`src/rtl/three_bit_down_counter.sv`:
```
// Falling-edge down counter with async active-high clear to all-ones, optional wrap or saturate.
// Parallel load is compiled in only when DOWNCOUNTER_PRELOAD_EN is defined.
module three_bit_down_counter #(
  parameter int unsigned WIDTH    = 3,
  parameter bit          SATURATE = 1'b0
) (
  input  logic             clk_i,
  input  logic             clr_i,
  input  logic             en_i,
  input  logic             load_i,
  input  logic [WIDTH-1:0] d_i,
  output logic [WIDTH-1:0] q_o,
  output logic [WIDTH-1:0] qbar_o,
  output logic             zero_o,
  output logic             borrow_o
);

  localparam logic [WIDTH-1:0] AllOnes = '1;

  logic [WIDTH-1:0] q_q, q_d;
  logic [WIDTH-1:0] qbar_q;
  logic [WIDTH-1:0] dec;
  logic             zero;

  assign zero = (q_q == '0);

  // Saturating build holds at zero instead of wrapping to all-ones.
  assign dec = (SATURATE && zero) ? q_q : q_q - WIDTH'(1);

`ifdef DOWNCOUNTER_PRELOAD_EN
  always_comb begin
    q_d = q_q;
    if (load_i) begin
      q_d = d_i;
    end else if (en_i) begin
      q_d = dec;
    end
  end
`else
  logic unused_load;
  assign unused_load = ^{load_i, d_i};

  always_comb begin
    q_d = q_q;
    if (en_i) begin
      q_d = dec;
    end
  end
`endif

  // Qbar has its own flop so it is registered alongside Q rather than derived after it.
  always_ff @(negedge clk_i or posedge clr_i) begin
    if (clr_i) begin
      q_q    <= AllOnes;
      qbar_q <= '0;
    end else begin
      q_q    <= q_d;
      qbar_q <= ~q_d;
    end
  end

  assign q_o      = q_q;
  assign qbar_o   = qbar_q;
  assign zero_o   = zero & ~clr_i;
  assign borrow_o = en_i & zero & ~clr_i;

endmodule
```
`config.mk`:
```
export PLATFORM = sky130hd
export DESIGN_NAME = three_bit_down_counter
export DESIGN_NICKNAME = d
export VERILOG_FILES = /design/src/rtl/three_bit_down_counter.sv
export SDC_FILE = /design/constraint.sdc
export NUM_CORES = 1
export LEC_CHECK = 0
export ABC_AREA = 0
export ABC_CLOCK_PERIOD_IN_PS = 2330
export CORE_AREA = 4 4 41 43
export CTS_CLUSTER_DIAMETER = 30
export DETAILED_ROUTE_END_ITERATION = 8
export DIE_AREA = 0 0 45 47
export PLACE_DENSITY = 0.48
export REMOVE_ABC_BUFFERS = 1
export SYNTH_ARGS = -nofsm -noshare
export SYNTH_HDL_FRONTEND = slang
export SYNTH_SLANG_ARGS = --single-unit
```
`constraint.sdc`:
```
create_clock -name clk_i -period 2.33 [get_ports clk_i]
set_clock_uncertainty 0.05 [all_clocks]
set_input_delay 0.699 -clock clk_i [delete_from_list [all_inputs] [get_ports clk_i]]
set_output_delay 0.699 -clock clk_i [all_outputs]
set_load 0.02 [all_outputs]
```
**Drive-strength map**

Scale bar: 10 um.
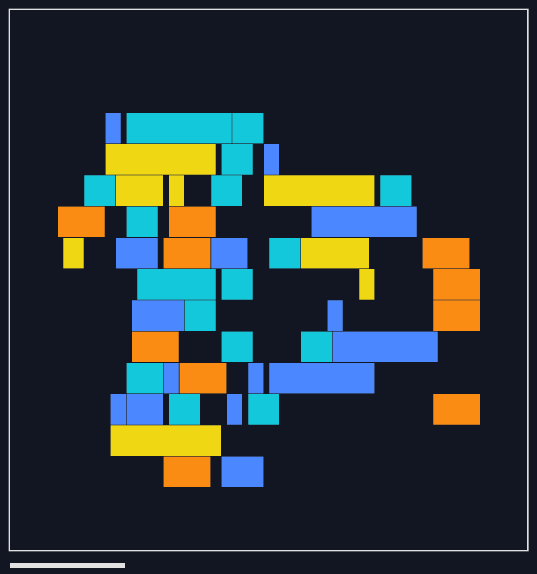
colour	size	cells	share
blue	_0 and _1 cells	15	31%
cyan	_3 and _4 cells	16	33%
yellow	_2 cells	8	16%
orange	_6 and larger	10	20%
area grow syn2layout: 105.1%
Non-clk bufs: 22

**Clock distribution**

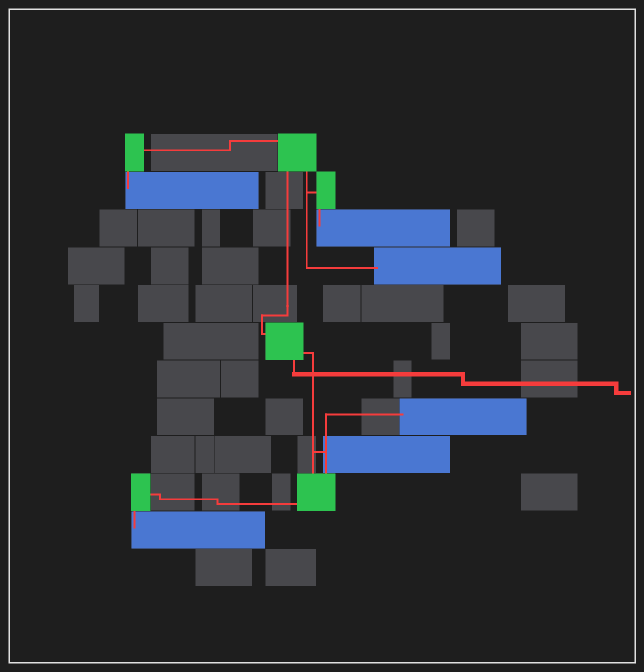
[red] clock wires | length: 116 um
[green] clock drivers | count: 6
[blue] flip-flops | count: 6
routed clock nets	7

==> metrics.yaml <==
detailed_routing:
  wirelength_met1_um: 293
  num_vias: 246
  post_drt_wl_per_cell_um: 11.30
  wl_met2_um: 378
  firstDrtPassIters: 1
  top_layer: "met3"
finish:
  drive_gt1_share_pct: 69.39
  n_clock_buffer: 4
  ff_latch_area_sq_um: 153.9
  seq_area_share_pct: 27.89
  logic_area_sq_um: 123.9
  fin_nets: 59
  buf_share_pct: 36.73
  layout.area.top_class: "buffers"
  n_antenna_cell: 0
  final_cell_count_no_fill: 64
  clk_share_pct: 6.803
  n_all_inverters: 4
  final_util_pct: 42.40
die:
  pin_count: 15
  die_w_um: 45
  chipHeight_um: 47
  dieArea_sq_um: 2115
  core_sq_um: 1301
  fp_util_pct: 20.67
run_status:
  outcome: "finished, violations left"
  violations: "negative setup slack"
synth:
  ys_warn_count: 0
  synth.cellmix.simpleShare_pct: 8.837
  synth_area_sq_um: 269.0
  yosys.area_share.aoi_pct: 0
  synth-adder-area-share_pct: 9.302
  syn_inst: 21
  synth_seq_share_pct: 57.21
  top_area_cell: "dfstp_2"
  top_cell_area_share_pct: 29.30
  synth.top_cells.by_count: "inv_1 (5), dfrtn_1 (3), dfstp_2 (3), ha_1 (2), xor2_1 (2)"
  avgSynthCellArea_sq_um: 12.81
run:
  log.warning_count: 35
worst_setup_path:
  path_buffers: 2
  crit_path_start_kind: "flop"
  cp-end-kind: "output port"
  crit_slowest_cell: "dfstp_2"
  path_delay_family: "flip-flops"
  critPathMaxFanout: 2
  required_ns: 1.58
  path_cells: "inv_2 > ha_4 > nor3b_4 > and2_4 > buf_6"
grt:
  grt_pass1_wl_um: 1248
  grt_antenna_before_repair: 0
  gr-usage-met3_pct: 4.981
  use_met1_pct: 8.796
  grt-ovfl-total: 0
  busiest_layer: "met2"
  grt_pass1_vias: 264
final_timing:
  postLayoutSetupSlackWorst_ns: -1.015
  holdWs_ns: 0.5645
  finalHoldViolations: 0
  slew_violations: 0
  worst_slew_pin_slew_ns: 0.1309
  final-setup-viol-count: 8
power:
  pg_comb_mw: 0.519
  switching_share_pct: 35.80
  p_seq_share_pct: 25.4
  combPwrFrac_pct: 60.2
  power.group.top: "combinational cells"
  p_clk_mw: 0.124
  p_clk_share_pct: 14.4
  powerDensity_nw_per_um2: 1561
cts:
  clock_sinks: 6
  clk_pin_slew_ns: 0.03
  cts-htree-levels: 1
  cts_buffers: 3
  hold_buffers: 0
  cts_tree: "done"
  cts-root-buf: "clkbuf_4"
  clockBufferDepth: 2
placement:
  dp.cells: 54
  place_hpwl_um: 529.2
  place_ws_ns: -1.224
hold_path:
  hold_class: "flop to flop"
**Placement by cell class**

Scale bar: 10 um.
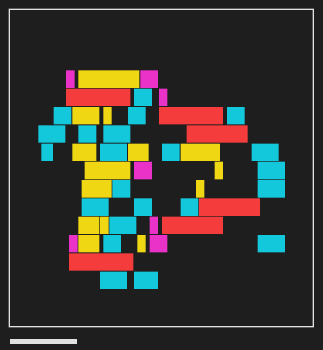
colour	class	cells	share of their area
cyan	remaining buffers and delay cells	22	38%
red	sequential cells	6	29%
yellow	combinational and other logic	14	26%
magenta	clock drivers and dummy loads	7	7.0%

**I/O pins on the die edge**

Pins as bars across the die edge, other pins in grey.
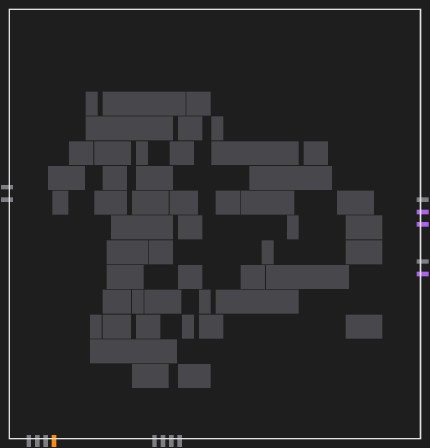
colour	port	pins	direction	edge
purple	qbar_o	3	output	right
orange	load_i	1	input	bottom
all pins by edge	8 bottom, 5 right, 2 left

## worst paths after layout
| kind | endpoint | cells past startpoint | from | slack [ns] |
|---|---|---|---|---|
| worst max-delay path | borrow_o | 5 | q_o[0] | -1.02 |
| worst min-delay path | q_o[1] | 3 | q_o[1] | 0.56 |
| worst max register to register | qbar_o[2] | 6 | q_o[0] | 0.87 |
| worst min register to register | q_o[1] | 3 | q_o[1] | 0.56 |
| max in group asynchronous | qbar_o[1] | 3 | clr_i | 0.18 |
| min in group asynchronous | qbar_o[0] | 3 | clr_i | 1.92 |
## timing repair
| action | in CTS | in global routing |
|---|---|---|
| endpoints found under the setup margin | 14 | 8 |
| pin swaps | 2 | 0 |
| setup buffers | 3 | 1 |
| gates resized | 61 | 0 |
Power figures rest on the tool's default switching activity, not on a simulated workload.
